Fig. 1: routed metal per tile
Bar = 10 um. 9 x 9 tiles, from dark blue (low) to red (high), scaled to the fullest tile. Values are wire area over tile area, all layers added.
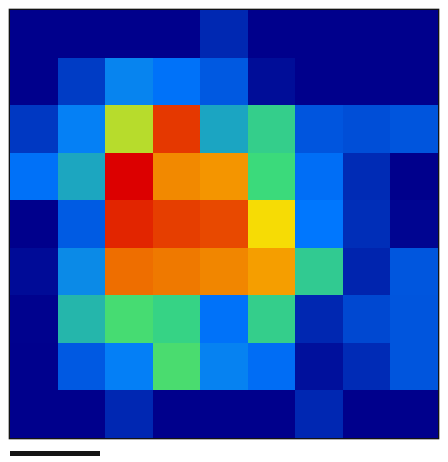
Fig. 2: signal wires by layer
Bar = 10 um.
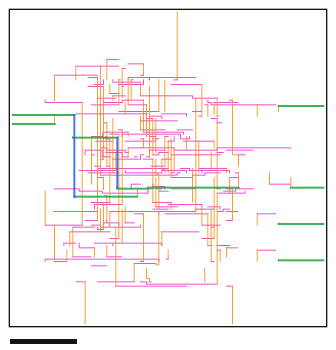
Fig. 3: routing congestion map
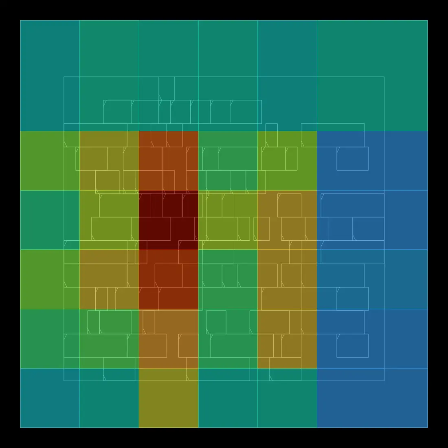
Fig. 4: sequential cells grouped by signal name
Bar = 10 um.
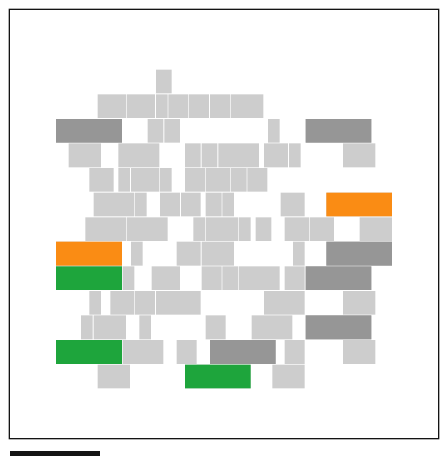
Fig. 5: cell classes on the final placement
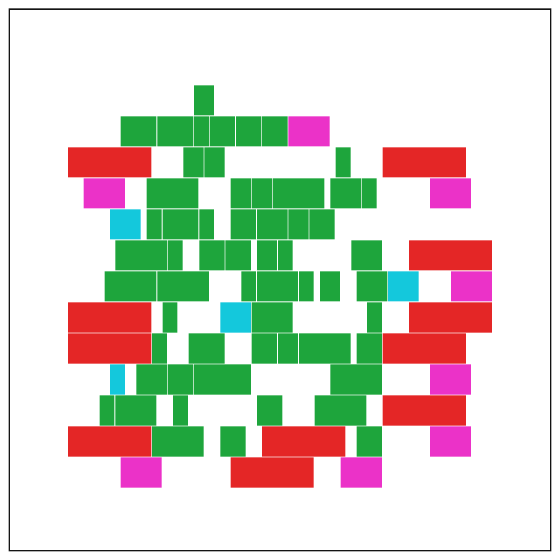
==> config.mk <==
export PLATFORM = sky130hd
export DESIGN_NAME = output_bus_arbiter
export DESIGN_NICKNAME = d
export VERILOG_FILES = /design/src/rtl/mux_ctrl_pkg.sv /design/src/rtl/burst_counter.sv /design/src/rtl/output_bus_arbiter.sv
export SDC_FILE = /design/constraint.sdc
export NUM_CORES = 1
export LEC_CHECK = 0
export ABC_CLOCK_PERIOD_IN_PS = 4050
export CAP_MARGIN = 20
export CORE_MARGIN = 5
export CORE_UTILIZATION = 45
export DETAILED_ROUTE_END_ITERATION = 8
export HOLD_SLACK_MARGIN = 0.06
export PLACE_DENSITY_LB_ADDON = 0.12
export SLEW_MARGIN = 20
export SYNTH_ARGS = -nofsm -noshare
export SYNTH_HDL_FRONTEND = slang
export SYNTH_HIERARCHICAL = 1
export SYNTH_SLANG_ARGS = --single-unit
==> constraint.sdc <==
create_clock -name clk -period 4.05 [get_ports clk]
set_input_delay 0.81 -clock clk [delete_from_list [all_inputs] [get_ports clk]]
set_output_delay 0.81 -clock clk [all_outputs]
set_load 0.05 [all_outputs]
==> src/rtl/mux_ctrl_pkg.sv <==
// Shared output-mux control definitions: arbiter state encoding and mux select codes.
// The output-mux instantiation imports the same select constants.
package mux_ctrl_pkg;

    typedef enum logic [1:0] {
        IDLE    = 2'd0,
        GNT_ADD = 2'd1,
        GNT_CMP = 2'd2,
        TURN    = 2'd3
    } arb_state_e;

    localparam logic SEL_ADD = 1'b0;
    localparam logic SEL_CMP = 1'b1;

    function automatic int cnt_width(input int max_burst);
        return $clog2(max_burst + 1);
    endfunction

endpackage

==> src/rtl/burst_counter.sv <==
// Granted-cycle counter: clear has priority; clear together with enable loads 1.
module burst_counter #(
    parameter int CNT_W = 3
) (
    input  logic             clk,
    input  logic             rst_n,
    input  logic             clr,
    input  logic             en,
    output logic [CNT_W-1:0] count
);

    always_ff @(posedge clk) begin
        if (!rst_n) begin
            count <= '0;
        end else if (clr) begin
            count <= CNT_W'(en);
        end else if (en) begin
            count <= count + CNT_W'(1);
        end
    end

endmodule

==> src/rtl/output_bus_arbiter.sv <==
// Round-robin arbiter between the adder and compare paths for the shared output bus,
// with burst limiting and a one-cycle turnaround gap between ownerships.
module output_bus_arbiter
    import mux_ctrl_pkg::*;
#(
    parameter int MAX_BURST = 4
) (
    input  logic clk,
    input  logic rst_n,
    input  logic add_req,
    input  logic cmp_req,
    output logic add_gnt,
    output logic cmp_gnt,
    output logic sel,
    output logic out_valid,
    output logic busy
);

    localparam int CNT_W = cnt_width(MAX_BURST);

    arb_state_e       state, state_nxt;
    logic             prio_cmp, prio_cmp_nxt;
    logic             sel_nxt;
    logic             cnt_clr, cnt_en, burst_done;
    logic [CNT_W-1:0] burst_cnt;

    burst_counter #(
        .CNT_W (CNT_W)
    ) u_burst_counter (
        .clk   (clk),
        .rst_n (rst_n),
        .clr   (cnt_clr),
        .en    (cnt_en),
        .count (burst_cnt)
    );

    assign burst_done = (burst_cnt == CNT_W'(MAX_BURST));
    // Counter restarts at 1 on grant entry and counts every granted cycle.
    assign cnt_clr    = (state == IDLE) || (state == TURN);
    assign cnt_en     = (state_nxt == GNT_ADD) || (state_nxt == GNT_CMP);

    always_comb begin
        state_nxt    = state;
        prio_cmp_nxt = prio_cmp;
        sel_nxt      = sel;
        case (state)
            IDLE: begin
                if (add_req && cmp_req) begin
                    state_nxt = prio_cmp ? GNT_CMP : GNT_ADD;
                end else if (add_req) begin
                    state_nxt = GNT_ADD;
                end else if (cmp_req) begin
                    state_nxt = GNT_CMP;
                end
                if (state_nxt == GNT_ADD) begin
                    sel_nxt = SEL_ADD;
                end else if (state_nxt == GNT_CMP) begin
                    sel_nxt = SEL_CMP;
                end
            end
            GNT_ADD: begin
                if (!add_req || burst_done) begin
                    state_nxt    = TURN;
                    prio_cmp_nxt = 1'b1;
                end
            end
            GNT_CMP: begin
                if (!cmp_req || burst_done) begin
                    state_nxt    = TURN;
                    prio_cmp_nxt = 1'b0;
                end
            end
            TURN:    state_nxt = IDLE;
            default: state_nxt = IDLE;
        endcase
    end

    // Outputs are flops loaded from the next state so they track the state register exactly.
    always_ff @(posedge clk) begin
        if (!rst_n) begin
            state     <= IDLE;
            prio_cmp  <= 1'b0;
            sel       <= SEL_ADD;
            add_gnt   <= 1'b0;
            cmp_gnt   <= 1'b0;
            out_valid <= 1'b0;
            busy      <= 1'b0;
        end else begin
            state     <= state_nxt;
            prio_cmp  <= prio_cmp_nxt;
            sel       <= sel_nxt;
            add_gnt   <= (state_nxt == GNT_ADD);
            cmp_gnt   <= (state_nxt == GNT_CMP);
            out_valid <= (state_nxt == GNT_ADD) || (state_nxt == GNT_CMP);
            busy      <= (state_nxt != IDLE);
        end
    end

endmodule

==> writeup.txt <==
In the synthesized netlist, the cells that appear most often are 11 x sky130_fd_sc_hd__dfxtp_1, 9 x sky130_fd_sc_hd__ha_1, 6 x sky130_fd_sc_hd__inv_1, 6 x sky130_fd_sc_hd__nor2_1. The mux cell area share after synthesis was 1.59%; the detailed-route via count was 498. For this run the top cell type by instance count after synthesis was sky130_fd_sc_hd__dfxtp_1. The final antenna diode tally reported by the flow is 0. Of all flip-flops after synthesis, the portion carrying an async set or reset was 0%. For the clock group, total power comes out at 0.0000760 W. The number of warnings in the stage logs came out at 31. The largest total area in the synthesized netlist belongs to sky130_fd_sc_hd__dfxtp_1. With the cell leakage power at 0.343 nW, the CTS H-tree depth is 1. The registers reported with the highest flop counts are u_burst_counter/count (3), state (2). For this run, the total global-route usage over all layers was measured as 13.1%.

For the final hold violation count, the log shows 0. The run gives 727 um2 as the post-placement cell area. Main kind of combinational logic by area: simple AND/OR/NAND/NOR gates. The cell-mix breakdown from Yosys lists the XOR/XNOR area share as 2.79%.

The last weighted congestion value of the routability-driven placer was 0.756. In this run the worst setup path terminates at u_burst_counter/count[2]. The run finished with clean final reports.

On the critical path the data arrives at 2.71 ns. In this run the critical register-to-register path is captured at u_burst_counter/count[2]. Leaving out fill and tap cells, the most frequent cell in the layout is sky130_fd_sc_hd__dfxtp_1. CTS reports a maximum clock tree buffer depth of 2.

The setup fix buffers added after clock tree synthesis came out at 0. After synthesis, the mean cell area works out to 9.10 um2. In the finished design the tool counted flip-flops and latches totalling 11. The tools report the met1 layer usage reported by global route as 16.0%. The dominant synthesized flop cell was sky130_fd_sc_hd__dfxtp_1.

Static timing analysis puts the maximum clock frequency at 393 MHz. According to the Yosys statistics, the synthesized design has a chip area of 628 um2. The maximum fanout count along the critical path is 6. The net load switching power was 0.000259 W; the number of sinks driven by the clock tree was 11. The DRC violation total left in the routed layout is recorded as 0.

The layout buffering overhead excluding clock cells was 10.6%. The cell count after synthesis came out at 69. As logged by OpenROAD, the buffers inserted on ports number 8. The flop and latch count out of synthesis came out at 11. The number of cell instances on the worst register-to-register path is 7.

The register with the most flip-flops in the layout has 3 of them. The final report lists the setup-violating endpoint count as 0. On the reported timing paths, the clock transition at the registers reads 0.07 ns. The worst-case max-slew headroom was logged as 64.4%. The number of fillers in the final layout came out at 115. Counting the buffers created by CTS gives 3.

The final timing report lists clock skew as 0.00151 ns. The worst hold path passes through 2 cells. Cells with a size suffix above 1 make up 7.41% of the layout.

The run gives 220 um2 for the area taken by flip-flops and latches. The routed wirelength on the met1 layer is recorded as 553 um. The tools report the worst setup slack after placement as 1.23 ns. Post-CTS repair ended up resizing 0 cells. The run gives 3.49% for the area fraction of clock buffers and clock inverters. 9 I/O pins were placed. The launch point of the worst min-delay path is recorded as sel. The register with the most flip-flops in the final layout is u_burst_counter/count. Entering global routing, the biggest net connects 9 pins. For the final-layout clock buffer total, the log shows 4. The power per unit of standard cell area came out at 791 mW/mm2.

The run gives 1970 um as the first-pass GRT wire length. The run gives 26 for the count of distinct cell types in the synthesized netlist. The worst register-to-register path begins at u_burst_counter/count[0]. The run gives 0.510 ns as the hold slack. Setup slack closes at 1.50 ns. The tools report the starting DRC count in detailed routing as 3. The area share of and-or/or-and cells after synthesis was 15.1%. Per the detail_route log, met3 wirelength is 75 um. 51 cells are multi-input combinational gates.

Once placement completed, the tool counted placed cells totaling 92. The run gives 0.000350 W as the combinational logic power. At floorplan, the net count of the design was reported as 82. The tools report the sequential share of power as 28.5%. The slew at the pin with the worst max-slew slack came out at 0.533 ns. Sorting the synthesized cells by area gives the leading types as sky130_fd_sc_hd__dfxtp_1 35%, sky130_fd_sc_hd__ha_1 18%, sky130_fd_sc_hd__and2_1 4.0%. With the number of tap instances at 15, the delay contributed by the slowest stage of the critical path is 0.57 ns. In the detailed route, the total length drawn on met2 is 472 um. The vertical die dimension reported for this design is 47.4 um. Looking at the VDD voltage map, the peak drop is 0.372 mV. Buffers inserted to repair hold after CTS numbered 0.

After layout, the buffer instance count without clock buffers stands at 8. Cell internal power was estimated by the tool at 0.000336 W. The synthesized netlist was found by Yosys to have 69 cells. Top contributor to total power: combinational logic. Yosys reports that the leading cell type by area covers 35.1% of the netlist area. According to the finish report, the design has a final net count of 95. The total chip power came out at 0.000596 W. The fraction of the cycle the final worst path needs works out to 62.9%. In this run switching power makes up 43.6% of total power. For reference, simple AND, OR, NAND and NOR cells occupy 23.3% of the area reported after synthesis. Summed over all layers, the routed wires come to 1120 um.

The die is 47.4 um wide. The number of global-route vias before repair is 442, and the power share of the combinational group is 58.7%. The number of search-and-repair iterations in the first detailed-routing pass is 4, and the sequential element share of the synthesized area is 35.1%. Adding up every negative setup slack in the final design gives 0 ns. The clock reaches the later pin of the worst-skew pair after 0.27 ns.

The run gives 47.7% for the floorplan-stage core utilization. The number of antenna violations at the first check in global routing came out at 0. The logic share of the area was 50.7%; the adder-cell area share of the yosys netlist was 17.9%.

The run gives 0 as the number of max-cap violations. After layout, the minimum clock period comes to 2.55 ns. Number of max-slew violations in the final report: 0. TritonCTS built the clock tree. Counting the warning lines in the Yosys log gives 6.

The top metal layer carrying routed signals is met4. The clock root buffer was sky130_fd_sc_hd__clkbuf_4. In the layout the commonest cells are 11 x sky130_fd_sc_hd__dfxtp_1, 9 x sky130_fd_sc_hd__ha_1, 8 x sky130_fd_sc_hd__clkdlybuf4s50_1, 6 x sky130_fd_sc_hd__inv_1, 6 x sky130_fd_sc_hd__nor2_1.

In this run the register-to-register setup slack is 2.02 ns. The tools report the floorplan die area as 0.00224 mm2. The run gives 7 for the inverter count. Setup repair after global routing left no endpoint under its margin. In the final design, more cell area goes to combinational gates than to any other class.

In this run, synthesis inferred 0 flip-flops with an integrated enable. The wire-length estimate of the detail-placed layout is 878 um. The report lists the cells along the critical path as clkdlybuf4s50_1 > nand2b_1 > a211oi_1 > a21o_1 > ha_1 > nand2_1 > xor2_1 > nor2_1. The run gives 0 for the final antenna-violating net count.

The critical path's slowest stage uses the library cell sky130_fd_sc_hd__clkdlybuf4s50_1. In this design, the largest share of critical-path delay is due to AND-OR/OR-AND gates. STA shows the worst min-delay path finishing at sel. After global routing the overflow that remains totals 0. Per the detail_route report, vias per standard cell equal 5.19. For the worst setup path, the data required time is 4.22 ns. Path category of the worst min-delay check: reg2reg. The run gives 8 for the number of cells on the critical path.
Notes on Fig. 1 above:
mean over tiles	0.081
emptiest ninth of the die	top right
tiles over half the peak	19%
densest ninth of the die	middle

Notes on Fig. 2 above:
layer	colour	wire length
metal 1	magenta	553 um
metal 2	orange	473 um
metal 3	green	75.0 um
metal 4	blue	19.7 um

Notes on Fig. 3 above:
mean routed wirelength per cell: 11.7 um
busiest grt layer: met2
global routing met3 resource utilization: 5.75%
met2 demand-to-capacity share in global routing: 19.3%

Notes on Fig. 4 above:
signal	colour	flops
state	orange	2
u_burst_counter/count	green	3
not coloured	6
Sequential Power: 0.000170 W
Post-Route Utilization: 57.2%
flip-flop and latch share of the layout cell area: 29.2%

Notes on Fig. 5 above:
class	colour	cells
flops	red	11
combinational and other logic	green	58
other buffers and delay cells	magenta	8
clock drivers and dummy loads	cyan	4
Core Region: 0.00132 mm2
floorplan row count: 13
Post-Layout Inst Area: 753 um2

No activity file was given, so power comes from the tool's default toggle rates.
